`src/rtl/tm_quanta_master_pkg.sv`:
```
// +----------------------------------------------------------------------+
// | tm_quanta_master_pkg: shared types for the TM quanta barrier master. |
// | Rev 1.0                                                              |
// +----------------------------------------------------------------------+
`default_nettype none

package tm_quanta_master_pkg;

  localparam int IO_AWIDTH = 32;
  localparam int IO_DWIDTH = 32;

  typedef struct packed {
    logic clk;
  } iu_clk_type;

  typedef struct packed {
    logic tm_dbg_start;
    logic tm_dbg_stop;
  } dma_tm_ctrl_type;

  typedef struct packed {
    logic                 en;
    logic                 rw;
    logic [IO_AWIDTH-1:0] addr;
    logic [IO_DWIDTH-1:0] wdata;
  } io_bus_in_type;

  typedef enum logic [1:0] {
    tm_NOP   = 2'd0,
    tm_START = 2'd1
  } tm_unit_ctrl_type;

  typedef logic [1:0] tm_qmaster_state_type;

  localparam tm_qmaster_state_type QM_SIM   = 2'd0;
  localparam tm_qmaster_state_type QM_ISSUE = 2'd1;
  localparam tm_qmaster_state_type QM_HALT  = 2'd2;

  // Config space is word addressed on a byte bus.
  function automatic logic [1:0] cfg_word(input logic [IO_AWIDTH-1:0] addr);
    return addr[3:2];
  endfunction

endpackage

`default_nettype wire

```
`src/rtl/tm_quanta_master.sv`:
```
// +----------------------------------------------------------------------+
// | tm_quanta_master: global quanta barrier; issues tm_START to all TM   |
// | units and advances target time once every unit reports done.         |
// | Rev 1.0                                                              |
// +----------------------------------------------------------------------+
`default_nettype none

module tm_quanta_master
  import tm_quanta_master_pkg::*;
#(
  parameter int         NUNIT    = 2,
  parameter logic [3:0] ADDRMASK = 4'h1,
  parameter int         QCNTMSB  = 31,
  parameter int         HCNTMSB  = 31
) (
  input  iu_clk_type                   gclk,
  input  logic                         rst,
  input  dma_tm_ctrl_type              dma2tm,
  input  io_bus_in_type                io_in,
  input  logic [NUNIT-1:0]             unit_done,
  output tm_unit_ctrl_type [NUNIT-1:0] unit_ctrl,
  output logic [QCNTMSB:0]             quanta_count,
  output logic [HCNTMSB:0]             last_host_cyc,
  output logic                         quanta_tick,
  output logic                         running,
  output logic                         proto_err
);

  tm_qmaster_state_type         r_state;
  tm_unit_ctrl_type [NUNIT-1:0] r_unit_ctrl;
  logic [QCNTMSB:0]             r_qcount;
  logic [QCNTMSB:0]             r_qlimit;
  logic [HCNTMSB:0]             r_hcnt;
  logic [HCNTMSB:0]             r_last_host;
  logic [NUNIT-1:0]             r_done_mask;
  logic                         r_run_en;
  logic                         r_tick;
  logic                         r_running;
  logic                         r_proto_err;

  tm_qmaster_state_type w_state_nxt;
  logic                 w_cfg_hit;
  logic [QCNTMSB:0]     w_qlimit_nxt;
  logic                 w_clr;
  logic                 w_run_en_nxt;
  logic                 w_in_sim;
  logic                 w_all_done;
  logic                 w_dup;
  logic [QCNTMSB:0]     w_qcount_inc;
  logic [HCNTMSB:0]     w_hcnt_inc;
  logic                 w_unused;

  assign w_unused = ^io_in;

  always_comb begin
    w_cfg_hit    = io_in.en & io_in.rw & (io_in.addr[IO_AWIDTH-1 -: 4] == ADDRMASK);
    w_qlimit_nxt = (w_cfg_hit && cfg_word(io_in.addr) == 2'd0) ? io_in.wdata[QCNTMSB:0] : r_qlimit;
    w_clr        = w_cfg_hit && (cfg_word(io_in.addr) == 2'd1) && io_in.wdata[0];
    // Start/stop take effect before the barrier decision of the same cycle.
    w_run_en_nxt = dma2tm.tm_dbg_start ? 1'b1 : (dma2tm.tm_dbg_stop ? 1'b0 : r_run_en);
    w_in_sim     = (r_state == QM_SIM);
    w_all_done   = w_in_sim & (&(r_done_mask | unit_done));
    w_dup        = w_in_sim ? |(r_done_mask & unit_done) : |unit_done;
    w_qcount_inc = r_qcount + 1'b1;
    w_hcnt_inc   = (&r_hcnt) ? r_hcnt : r_hcnt + 1'b1;

    w_state_nxt = r_state;
    case (r_state)
      QM_SIM: begin
        if (w_all_done) begin
          if (w_run_en_nxt && (w_qlimit_nxt == '0 || w_qcount_inc != w_qlimit_nxt))
            w_state_nxt = QM_ISSUE;
          else
            w_state_nxt = QM_HALT;
        end
      end
      QM_ISSUE: w_state_nxt = QM_SIM;
      QM_HALT: begin
        if (w_run_en_nxt && (w_qlimit_nxt == '0 || r_qcount != w_qlimit_nxt))
          w_state_nxt = QM_ISSUE;
      end
      default: w_state_nxt = QM_SIM;
    endcase
  end

  always_ff @(posedge gclk.clk) begin
    if (rst) begin
      // Units come out of reset holding the quantum-0 token, so start in SIM.
      r_state     <= QM_SIM;
      r_qcount    <= '0;
      r_qlimit    <= '0;
      r_hcnt      <= '0;
      r_last_host <= '0;
      r_done_mask <= '0;
      r_run_en    <= 1'b0;
      r_tick      <= 1'b0;
      r_running   <= 1'b0;
      r_proto_err <= 1'b0;
      for (int i = 0; i < NUNIT; i++) r_unit_ctrl[i] <= tm_NOP;
    end else begin
      r_state   <= w_state_nxt;
      r_run_en  <= w_run_en_nxt;
      r_qlimit  <= w_qlimit_nxt;
      r_tick    <= w_all_done;
      r_running <= (w_state_nxt == QM_SIM);
      for (int i = 0; i < NUNIT; i++)
        r_unit_ctrl[i] <= (w_state_nxt == QM_ISSUE) ? tm_START : tm_NOP;

      if (w_clr) r_proto_err <= 1'b0;
      if (w_dup) r_proto_err <= 1'b1;

      if (w_clr) r_last_host <= '0;
      if (w_all_done) begin
        r_last_host <= w_hcnt_inc;
        r_qcount    <= w_qcount_inc;
        r_done_mask <= '0;
        r_hcnt      <= '0;
      end else if (w_in_sim) begin
        r_done_mask <= r_done_mask | unit_done;
        r_hcnt      <= w_hcnt_inc;
      end
    end
  end

  assign unit_ctrl     = r_unit_ctrl;
  assign quanta_count  = r_qcount;
  assign last_host_cyc = r_last_host;
  assign quanta_tick   = r_tick;
  assign running       = r_running;
  assign proto_err     = r_proto_err;

endmodule

`default_nettype wire

```
`config.mk`:
```
export PLATFORM = sky130hd
export DESIGN_NAME = tm_quanta_master
export DESIGN_NICKNAME = d
export VERILOG_FILES = /design/src/rtl/tm_quanta_master_pkg.sv /design/src/rtl/tm_quanta_master.sv
export SDC_FILE = /design/constraint.sdc
export NUM_CORES = 1
export LEC_CHECK = 0
export CORE_MARGIN = 5
export CORE_UTILIZATION = 30
export DETAILED_ROUTE_END_ITERATION = 10
export GPL_TIMING_DRIVEN = 0
export PLACE_DENSITY = 0.46
export SETUP_SLACK_MARGIN = 0.2
export SLEW_MARGIN = 0
export SYNTH_ARGS = -nofsm -noshare
export SYNTH_HDL_FRONTEND = slang
export SYNTH_SLANG_ARGS = --single-unit
```
`constraint.sdc`:
```
create_clock -name gclk -period 4.95 [get_ports gclk]
set_input_delay 0.495 -clock gclk [delete_from_list [all_inputs] [get_ports gclk]]
set_output_delay 0.495 -clock gclk [all_outputs]
set_load 0.05 [all_outputs]
```
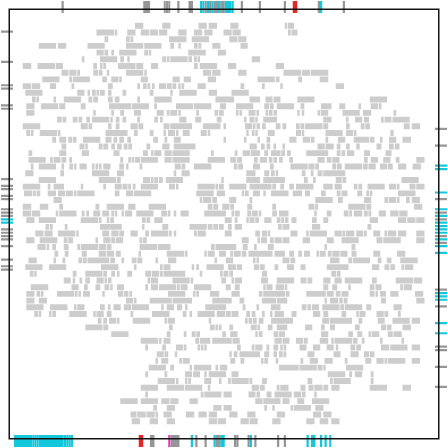
pins.png
Pins as bars across the die edge, other pins in grey.
port	colour	pins	direction	edge
io_in	cyan	66	input	37 bottom, 17 right, 10 top, 2 left
unit_ctrl	red	4	output	2 bottom, 2 top
running	magenta	1	output	bottom

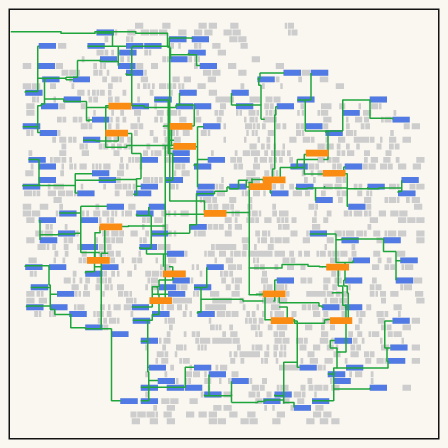
clock_map.png
[cells driving clock nets] orange | count: 17
[flip-flops] blue | count: 137
[clock wires] green | length: 2310 um
flops lie	all over the die
routed clock nets	18

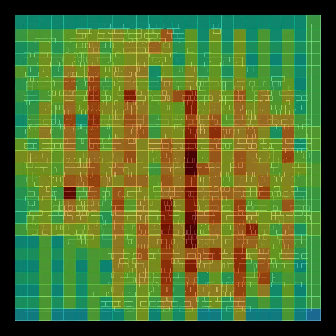
final_congestion.png
Top Usage Layer GRT: met2
M2 GR Usage: 0.3331
Core Util, Final: 0.3821
Overall Global Routing Usage: 0.1972
met3 global-route usage: 0.03228

==> CHANGELOG.md <==
### Metrics

* WL final at between 20 and 30 mm
* Chip Area, Yosys at approximately 0.0080 mm2
* Xor/xnor share at 0.1591
* Pwr Total at between 2 and 3 mW
* Layout cells sized above 1 at 0.05862
* Fa+ha+maj area frac at 0.003113
* Layout Nets at roughly 1200
* Pins Over Slew Limit at 0
* Longest Clk Path Bufs at 2
* Critical path type: primary input to flop
* First-pass GRT wire length at between 40 and 50 mm
* Reg-to-Reg Start: quanta_count[0]
* GPL Wtd Cong at 0.8846
* Mux frac, synth at 0.03253
* Total of max-cap violations at 0
* Drt via density at between 5 and 6
* Final hold slack at about 460 ps
* Antenna Cells at 0
* Post-synthesis instance total at ~1000
* Comb gate area at between 0.004 and 0.005 mm2
* Compound Share, Synth at 0.1082
* Core box area at ~0.027 mm2
* Synth Warn # at 0
* Critical path's largest stage delay at 700 ps
* Synth top area cells: dfxtp_1 34%, xnor2_1 7.8%, nor2_1 6.3%
* Hold wc startpoint: last_host_cyc[23]
* Critical Path Stages at 11
* Routed via count at between 7000 and 8000
* Crit-path cells: clkdlybuf4s50_1 > nor4_4 > nand2_4 > buf_2 > clkbuf_1 > nand3_1 > o311ai_0 > or4_1 > nor4_2 > nand4_1 > a311oi_2
* CTS tree: done
* VDD IR max at approximately 0.17 mV
* Slowest-stage cell, CP: nor4_4
* Reg-to-reg setup timing slack at approximately 1300 ps
* Post-CTS Repair Setup Buffers at 0
* Congestion Overflow GR at 0
* Number of enable flip-flop cells at 0
* Sw Ratio at 0.3065
* FILL cells at around 2800
* Synth top area share at 0.3412
* Max frequency at ~0.25 GHz
* Non-filler instance count after layout at between 1000 and 1500
* Seq pwr share at 0.416
* Crit-path max FO at 10
* Synth Seq Share at 0.3412
* P per Cell Area at about 270 mW/mm2
* Cells in synth_stat.txt at ~1000
* Largest net degree at the start of global routing at 17
* WL/cell at between 20 and 25 um
* CP arrival at ~4300 ps
* Dpl cell area at 0.009599 mm2
* Port Buffers at between 100 and 150
* Cell Type Count at 63
* Clock sinks at between 100 and 150
* Routed Antenna Nets at 0
* RR Endpoint: r_state[1]
* Fin. Hold Viols at 0
* Worst reg2reg path depth at 11
* DRC viols at 0
* Vias in the first global route at approximately 7600
* Detailed placement HPWL at 23.11 mm
* Tool warnings at roughly 52
* DIE WIDTH at roughly 170 um
* Yosys simple share at 0.3132
* CTS H-Tree Depth at 4
* Slew HR at 0.3393
* Worst hold path stage count at 2
* Cycle use final at 0.8034
* Fin area at 0.01018 mm2
* Status: finished clean
* Initial antenna violation count at 1
* Int Power at 1.897 mW
* FP Util at 0.3016
* Combinational share of power at 0.115
* Late-Pin Clk Latency at ~440 ps
* Cell type with the largest total area: dfxtp_1
* Final min period at a little under 4000 ps
* Setup TNS at 0 ps
* Flop area at 0.002743 mm2
==> layout by cell type (no fill, tap or decap), types with 11 or more instances in the layout <==
cell type	n
nand2_1	75
a21oi_1	32
nor2_1	135
clkbuf_1	47
nor4_1	24
clkbuf_16	17
and3_1	22
or3_1	14
nand2b_1	14
xor2_1	53
nor3_1	35
o21ai_0	51
nand4_1	31
nor2b_1	20
o22ai_1	11
xnor2_1	72
dfxtp_1	137
nand3_1	55
nand4b_1	15
inv_1	15
clkdlybuf4s50_1	113
mux2i_1	25
==> metal layers <==
layer / up-vias / GRT usage / wire length (um)
met5: - / 0 / 11
met4: 2 / 0.04850 / 481
met3: 34 / 0.03228 / 1456
met2: 205 / 0.3331 / 14380
met1: 3749 / 0.2641 / 13620
li1: 3790 / - / -
==> sequential cells by signal (all words and copies together), names as in the netlist <==
signal,cells
last_host_cyc,32
quanta_count,32
r_hcnt,32
r_qlimit,32
r_done_mask,2
r_state,2
proto_err,1
quanta_tick,1
r_run_en,1
running,1
unit_ctrl,1
==> power groups by stage <==
| stage | logic [mW] | clock network (mW) | registers, mW |
|---|---|---|---|
| 6_report | 0.315 | 1.28 | 1.14 |
| 2_1_floorplan | 0.134 | 0 | 1.19 |
| 4_1_cts | 0.319 | 1.31 | 1.14 |
| 3_5_place_dp | 0.317 | 0 | 1.16 |
| 3_3_place_gp | 0.318 | 0 | 1.16 |
| 5_1_grt | 0.338 | 1.36 | 1.14 |
==> layout make-up <==
class / instances / area share
sequential: 137 / 0.2693
multi-input combinational: 781 / 0.4870
inverter: 15 / 0.005529
buffer: 65 / 0.02777
timing repair buffer: 113 / 0.1111
clock inverter: 15 / 0.01560
clock buffer: 17 / 0.04177
tap: 341 / 0.04190
Power and IR drop assume default switching activity.
